[src/rtl/fifo_wr_arbiter.sv]
// Round-robin packet arbiter for an async FIFO write port: grants one source
// for a full packet, streams its words, and stalls combinationally on full.
module fifo_wr_arbiter #(
  parameter int DATA_WIDTH = 8,
  parameter int NUM_REQ    = 4,
  parameter int PKT_SIZE   = 10
) (
  input  logic                          clk_i,
  input  logic                          rst_ni,
  input  logic [NUM_REQ-1:0]            req_i,
  input  logic [NUM_REQ*DATA_WIDTH-1:0] src_data_i,
  input  logic                          full_i,
  output logic [NUM_REQ-1:0]            gnt_o,
  output logic [NUM_REQ-1:0]            data_ack_o,
  output logic                          w_inc_o,
  output logic [DATA_WIDTH-1:0]         wr_data_o,
  output logic                          busy_o,
  output logic                          pkt_done_o
);

  localparam int IDX_W = $clog2(NUM_REQ);
  localparam int CNT_W = $clog2(PKT_SIZE);

  typedef enum logic {IDLE, XFER} state_e;

  state_e             state_q, state_d;
  logic [NUM_REQ-1:0] gnt_q, gnt_d;
  logic [IDX_W-1:0]   last_q, last_d;
  logic [CNT_W-1:0]   cnt_q, cnt_d;
  logic               pkt_done_q, pkt_done_d;
  logic [IDX_W-1:0]   win_idx;
  logic               w_inc;

  // Winner search starts one past the last grant and wraps.
  always_comb begin : arb
    logic [IDX_W-1:0] idx;
    logic             found;
    win_idx = last_q;
    idx     = '0;
    found   = 1'b0;
    for (int k = 1; k <= NUM_REQ; k++) begin
      idx = IDX_W'((int'(last_q) + k) % NUM_REQ);
      if (!found && req_i[idx]) begin
        found   = 1'b1;
        win_idx = idx;
      end
    end
  end

  assign w_inc = (state_q == XFER) && !full_i;

  always_comb begin
    state_d    = state_q;
    gnt_d      = gnt_q;
    last_d     = last_q;
    cnt_d      = cnt_q;
    pkt_done_d = 1'b0;
    case (state_q)
      IDLE: begin
        if (|req_i) begin
          gnt_d          = '0;
          gnt_d[win_idx] = 1'b1;
          last_d         = win_idx;
          cnt_d          = '0;
          state_d        = XFER;
        end
      end
      XFER: begin
        if (w_inc) begin
          if (cnt_q == CNT_W'(PKT_SIZE - 1)) begin
            state_d    = IDLE;
            gnt_d      = '0;
            cnt_d      = '0;
            pkt_done_d = 1'b1;
          end else begin
            cnt_d = cnt_q + 1'b1;
          end
        end
      end
      default: state_d = IDLE;
    endcase
  end

  always_ff @(posedge clk_i) begin
    if (!rst_ni) begin
      state_q    <= IDLE;
      gnt_q      <= '0;
      last_q     <= IDX_W'(NUM_REQ - 1);
      cnt_q      <= '0;
      pkt_done_q <= 1'b0;
    end else begin
      state_q    <= state_d;
      gnt_q      <= gnt_d;
      last_q     <= last_d;
      cnt_q      <= cnt_d;
      pkt_done_q <= pkt_done_d;
    end
  end

  // One-hot grant selects the write word; an empty grant yields zero.
  always_comb begin
    wr_data_o = '0;
    for (int i = 0; i < NUM_REQ; i++) begin
      if (gnt_q[i]) wr_data_o = src_data_i[i*DATA_WIDTH +: DATA_WIDTH];
    end
  end

  assign gnt_o      = gnt_q;
  assign data_ack_o = gnt_q & {NUM_REQ{w_inc}};
  assign w_inc_o    = w_inc;
  assign busy_o     = (state_q == XFER);
  assign pkt_done_o = pkt_done_q;

endmodule

[config.mk]
export PLATFORM = sky130hd
export DESIGN_NAME = fifo_wr_arbiter
export DESIGN_NICKNAME = d
export VERILOG_FILES = /design/src/rtl/fifo_wr_arbiter.sv
export SDC_FILE = /design/constraint.sdc
export NUM_CORES = 1
export LEC_CHECK = 0
export CAP_MARGIN = 20
export CORE_UTILIZATION = 35
export CTS_CLUSTER_DIAMETER = 150
export CTS_CLUSTER_SIZE = 40
export DETAILED_ROUTE_END_ITERATION = 8
export PLACE_DENSITY = 0.78
export RECOVER_POWER = 25
export SYNTH_ARGS = -nofsm -noshare
export SYNTH_HDL_FRONTEND = slang
export SYNTH_SLANG_ARGS = --single-unit
[constraint.sdc]
create_clock -name clk_i -period 2.11 [get_ports clk_i]
set_clock_uncertainty 0.05 [all_clocks]
set_input_delay 0.633 -clock clk_i [delete_from_list [all_inputs] [get_ports clk_i]]
set_output_delay 0.633 -clock clk_i [all_outputs]
set_load 0.005 [all_outputs]
Run 1, routed clock nets over the placement:
Scale bar: 20 microns.
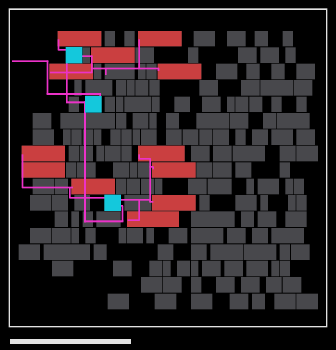
[magenta] clock wires | length: 146 microns
[cyan] clock-net drivers | count: 3
[red] flip-flops | count: 12
routed clock nets: 4
Clock power frac: 0.242
P_clk: 183 uW
Late-Pin Clk Latency: 280 ps

Run 1, placement by cell class:
Fill, decap, tap and diode cells in grey.
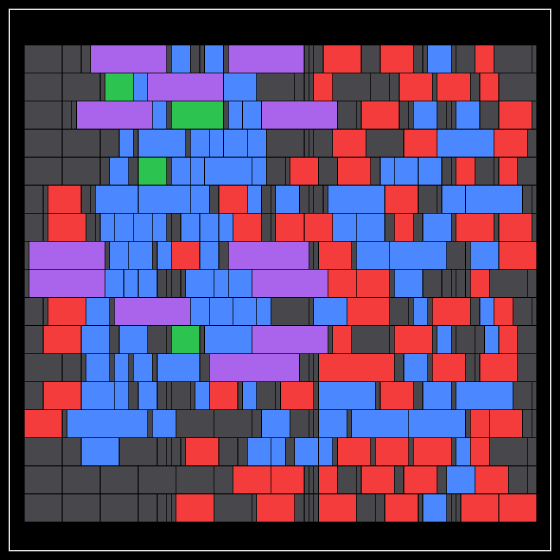
[red] remaining buffers and delay cells | cells: 67
[purple] registers | cells: 12
[green] clock drivers and dummy loads | cells: 4
[blue] remaining logic cells | cells: 97
core area: 2300 sq um
cell area after layout: 1550 sq um
Final Util: 0.673
sequential portion of the cell area: 0.159

Run 1, clock wiring as the flow saved it:
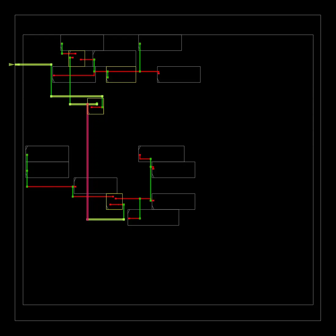
CLK BUF: 4
Sink Count: 12
TritonCTS Buffers: 3
Flop Count: 12

==> run 1: cell usage after synthesis (2+ instances only) <==
library cell / n / area share
nand2b_1: 3 / 0.021
o21ai_0: 3 / 0.017
nand3b_1: 2 / 0.017
nor3_1: 7 / 0.039
clkbuf_1: 4 / 0.017
nor2_1: 8 / 0.034
nand2_1: 16 / 0.068
and2_1: 4 / 0.028
nand3_1: 3 / 0.017
o22ai_1: 3 / 0.021
ha_1: 2 / 0.028
nor2b_1: 9 / 0.063
o31ai_1: 8 / 0.068
a221oi_1: 8 / 0.079
a21oi_1: 6 / 0.034
a31oi_1: 3 / 0.021
inv_1: 4 / 0.017
dfxtp_1: 12 / 0.27
==> run 1: area by class of cell <==
| type | count | area share |
|---|---|---|
| inverter | 4 | 0.0113 |
| timing repair buffer | 67 | 0.366 |
| sequential | 12 | 0.159 |
| clock buffer | 4 | 0.0235 |
| tap | 28 | 0.0227 |
| multi-input combinational | 93 | 0.418 |
==> run 1: what timing repair did <==
item / 4_1_cts / 5_1_grt
buffers inserted: 0 / 0
gates resized: 78 / 11
setup endpoints to repair: 14 / 14
pin swaps: 12 / 7
hold buffers: 0 / 0
==> run 1: worst min-delay path by stage <==
stage                         from  endpoint  slack (ps)  cells past startpoint
final                     cnt_q[3]  cnt_q[3]         450                      2
after detailed placement  cnt_q[3]  cnt_q[3]         430                      2
after floorplan           cnt_q[3]  cnt_q[3]         410                      2
after global placement    cnt_q[3]  cnt_q[3]         420                      2
after global routing      cnt_q[3]  cnt_q[3]         480                      2
after CTS                 cnt_q[3]  cnt_q[3]         450                      2
==> run 1: report_power, final <==
part / switching [uW] / internal [uW] / leakage [uW] / total [uW]
logic: 126 / 177 / 0.000546 / 304
registers: 25.7 / 242 / 0.0000993 / 268
clock network: 77.5 / 105 / 0.0000210 / 183
total: 230 / 525 / 0.000666 / 754
==> run 1: sequential cells by signal (all words and copies together) (netlist names) <==
register    count
cnt_q           4
gnt_o           4
last_q          2
busy_o          1
pkt_done_o      1
==> run 1: per-stage QoR <==
stage | total power [uW] | cells
global route | 799 | 208
CTS | 758 | 208
floorplan | 404 | 116
finish | 754 | 208
detailed placement | 600 | 204
global placement | 595 | 204
==> run 1: layer usage <==
metal / up-vias / track usage / share of wire
li1: 557 / - / -
met1: 498 / 0.216 / 0.40
met2: 57 / 0.367 / 0.46
met3: 2 / 0.0580 / 0.13
met4: 0 / 0.0658 / 0.0071
met5: - / 0 / 0
==> run 1: cells by family after synthesis <==
kind of cell / after synthesis / share of synthesized area
simple gates: 56 / 0.343
mux: 2 / 0.0240
flops: 12 / 0.271
compound gates: 33 / 0.264
buf+inv: 11 / 0.0705
fa+ha+maj: 2 / 0.0282
==> run 1: worst register-to-register path, cell delays in order (launching register included) <==
cell and delay (ps):
dfxtp_1 470, mux2i_1 230, nor2_1 70, nor3_1 340
o22ai_1 150
==> reports/qor.csv, run 1 <==
metric;value;unit
die_width;52.3;microns
via_count;1114;
clk_pin_slew;70;ps
tightest_slew;460;ps
min_period_over_period;0.971;
tns;0;ps
grt_pass1_wl;4130;microns
drtAntennaViolNets;0;
nets;222;
grt_usage;0.200;
layout_top_cell;dlygate4sd2_1;
cp.required;1430;ps
vias_per_cell;5.36;
arrival;1370;ps
synth_seq_share;0.271;
portBuffers;57;
rsz0062_at_grt;true;
r2r-start;last_q[1];
gp_congestion;0.816;
async_flop_share;0;
crit_type;register to output port;
rr_worst_depth;4;
cp_cell_sequence;buf_4 -> clkdlybuf4s50_1;
routed_wl;2670;microns
cp_slowest_cell;clkdlybuf4s50_1;
start_kind;register;
root_buffer;clkbuf_4;
yosys-stat-cells;116;
logic_area;647;sq um
antenna_found_initial;0;
hold_violations;0;
status;complete, no violations;
num_rows;17;
clk_path_buf_depth;2;
avgSynthCellArea;7.65;sq um
pre_cts_slack;-569;ps
setup_viol;0;
drv_cap;0;
path_max_fanout;11;
fill_cells;207;
yosys_area;887;sq um
syn_inst;116;
cp-endpoint;gnt_o[1];
hold_slack;447;ps
drtIter0Drc;11;
slew_violations;0;
grt_pass1_vias;1011;
final_cell_mix;dlygate4sd2_1, clkdlybuf4s50_1, nand2_1;
synth_cell_types;29;
cts_max_level;1;
tool_warnings;28;
route.detailed.drc;0;
crit_cells;2;
drt_first_pass_iters;4;
seq_area;245;sq um
io_pins;58;
period_minus_slack;2050;ps
power_density;488;nW/um^2
grt_max_degree;20;
worstHoldPathType;register to register;
path_delay_family;buffers and inverters;
antenna_cells;0;
grt-ovfl-total;0;
ys_ff;12;
drive_gt1_frac;0.250;
chipArea;2740;sq um
p_leak;0.000666;uW
yosysWarnings;0;
floorplan.core_util;0.386;
final.setup.worst_slack;61.0;ps
synth.net_count;157;
cp_slowest_stage_delay;520;ps
==> inputs of run 2 (changes only) <==
Settings changed: CELL_PAD_IN_SITES_DETAIL_PLACEMENT set to 1, CELL_PAD_IN_SITES_GLOBAL_PLACEMENT set to 1, CORE_UTILIZATION 35 to 26, PLACE_DENSITY 0.78 to not set, PLACE_DENSITY_LB_ADDON set to 0.1.
==> reports/qor.csv, run 2 <==
metric;value;unit;change
status;complete, no violations;;
gp_congestion;0.714;;-13%
clk_pin_slew;70;ps;about the same
clkSinkCount;12;;unchanged
chipArea;3650;sq um;+33%
cp-endpoint;data_ack_o[0];;
numCtsBuffers;3;;unchanged
grt_pass1_wl;4970;microns;+21%
largest_area_cell;dfxtp_1;;
ys_top_cells_by_count;nand2_1, dfxtp_1, nor2b_1;;
ff_type;dfxtp_1;;
place_inst;219;;+7.4%
floorplan.core_util;0.281;;-0.105
dpl_cell_area;1550;sq um;
hold_slack;451;ps;+3.40 ps
slew_headroom;0.654;;
route.detailed.drc;0;;unchanged
power_density;465;nW/um^2;-4.6%
syn_inst;116;;unchanged
antenna_found_initial;0;;unchanged
final_cell_mix;dlygate4sd2_1, clkdlybuf4s50_1, nand2_1;;
yosys_area;887;sq um;unchanged
period_minus_slack;2080;ps;+29.4 ps
async_flop_share;0;;unchanged
path_max_fanout;5;;-6
drv_cap;0;;unchanged
tool_warnings;28;;unchanged
yosysTopAreaCellShare;0.271;;unchanged
r2r-start;cnt_q[1];;
slew_violations;0;;unchanged
rsz0062_at_grt;true;;
layout.cells.non_filler;225;;+8.2%
netlist_area;887;sq um;
area_growth;78.8;%;
yosysWarnings;0;;unchanged
grt-ovfl-total;0;;unchanged
vias_per_cell;5.11;;-4.7%
cts_max_level;1;;unchanged
tightest_slew;514;ps;+54.0 ps
clock.fmax;0.481;GHz;
most_common_cell;nand2_1;;
r2r_slack;630;ps;
drt_first_pass_iters;4;;unchanged
drive_gt1_frac;0.254;;+0.00414
antenna_cells;0;;unchanged
min_period_over_period;0.985;;+0.0139
start_kind;input pin;;
drtAntennaViolNets;0;;unchanged
drtIter0Drc;35;;+24
end_kind;output port;;
area_leaders;dfxtp_1, a221oi_1, nand2_1, o31ai_1, nor2b_1;;
rr_worst_depth;6;;+2
clk_latency;280;ps;about the same
p_leak;0.000675;uW;+1.3%
cp.required;1430;ps;about the same
worstHoldPathType;register to register;;
root_buffer;clkbuf_4;;
hold_violations;0;;unchanged
post-dp-hpwl;2790;microns;
cts_tree;done;;
die_width;60.4;microns;+15%
grt_max_degree;20;;unchanged
layout_top_cell;dlygate4sd2_1;;
avgSynthCellArea;7.65;sq um;unchanged
clk_path_buf_depth;2;;unchanged
synth_seq_share;0.271;;unchanged
edf_count;0;;
crit_path_start;full_i;;
synth_cell_types;29;;unchanged
r2r-end;gnt_o[0];;
portBuffers;57;;unchanged
yosys-stat-cells;116;;unchanged
setup_viol;0;;unchanged
io_pins;58;;unchanged
fp.dieH;60.4;microns;
grt_pass1_vias;1089;;+7.7%
irDropWorstVdd;0.347;mV;
arrival;1400;ps;+30 ps
total_power;738;uW;-2.2%
crit_type;input pin to output port;;
nets;224;;+0.90%
synth.net_count;157;;unchanged
ys_ff;12;;unchanged
[run 2: cell counts after synthesis]
Identical to the previous run, type by type.
[run 2: cell type report]
class,count,area [sq um]
well taps,44,55.1
flip-flops and latches,12,246
repair buffers,69,602
multi-input cells,93,643
fillers,409,1570
clock buffers,3,22.5
inverters,4,17.5
[run 2: worst min path at each step]
stage / startpoint / end / cells after the start
after floorplan: cnt_q[3] / cnt_q[3] / 2
after global placement: cnt_q[3] / cnt_q[3] / 2
after detailed placement: cnt_q[3] / cnt_q[3] / 2
after CTS: cnt_q[3] / cnt_q[3] / 2
after global routing: cnt_q[3] / cnt_q[3] / 2
final: cnt_q[3] / cnt_q[3] / 2
[run 2: per-stage QoR]
stage | setup TNS (ps) | setup WS (ps) | util
detailed placement | -7390 | -603 | 0.490
global route | -40.0 | -23.8 | 0.503
finish | 0 | 31.6 | 0.503
global placement | -6730 | -572 | 0.490
floorplan | 0 | 340 | -
CTS | 0 | 8.45 | 0.500
[run 2: critical path: stages]
cell           delay [ps]
dlygate4sd2_1         240
nand2b_4              150
inv_4                  70
buf_6                  90
and2_4                130
buf_6                  90
[run 2: logic make-up after synthesis]
family / count (synthesis) / synth area share
AOI/OAI and AO/OA: 33 / 0.264
adders and majority gates: 2 / 0.0282
buffers and inverters: 11 / 0.0705
DFF: 12 / 0.271
muxes: 2 / 0.0240
and+or+nand+nor: 56 / 0.343
[run 2: repair_timing]
action	in CTS	in global routing
setup buffers	1	2
gates resized	85	8
pin swaps	12	3
setup endpoints to repair	14	12
hold buffers	0	0
[run 2: per-layer routing]
layer  wire length [microns]  up-vias  GRT usage
met3                     199        5     0.0362
met4                      42        0     0.0649
met2                    1860       35      0.341
met5                       0        -          0
met1                    1270      555      0.205
li1                        -      554          -
[run 2: power breakdown]
group / internal [uW] / switching (uW) / leakage, uW
registers: 243 / 27.3 / 0.0000997
logic: 190 / 136 / 0.000561
clock network: 66.3 / 76.2 / 0.0000138
total: 499 / 239 / 0.000675
Run 2, clock wiring as the flow saved it:
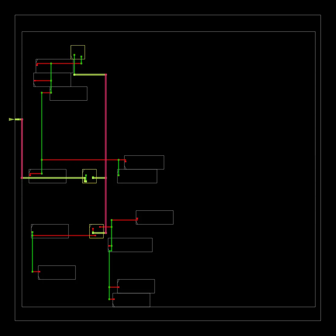
P_clk: 142 uW
CLK BUF: 3

Run 2, signal wires by layer:
Scale bar: 20 microns. Two of the layers only.
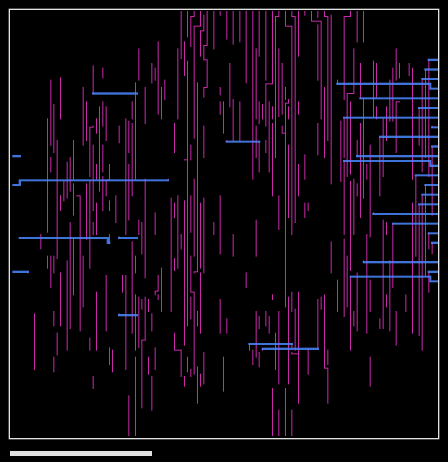
[magenta] M2 | wire length: 1860 microns
[blue] M3 | wire length: 200 microns
WL per Instance: 15.0 microns
vias after detailed routing: 1149
Total Routing Usage GR: 0.183
DRT Wirelength: 3370 microns

Run 2, placement by cell class:
Fill, decap, tap and diode cells in grey.
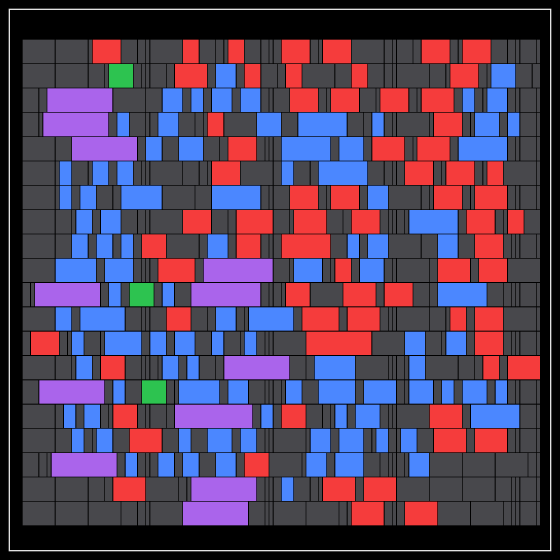
[red] remaining buffers and delay cells | cells: 69
[purple] registers | cells: 12
[green] clock-net drivers | cells: 3
[blue] remaining logic cells | cells: 97
core area: 3150 sq um
Cell Rows: 20
Final Util: 0.503
cell area after layout: 1590 sq um
sequential portion of the cell area: 0.155

Power figures rest on the tool's default switching activity, not on a simulated workload.
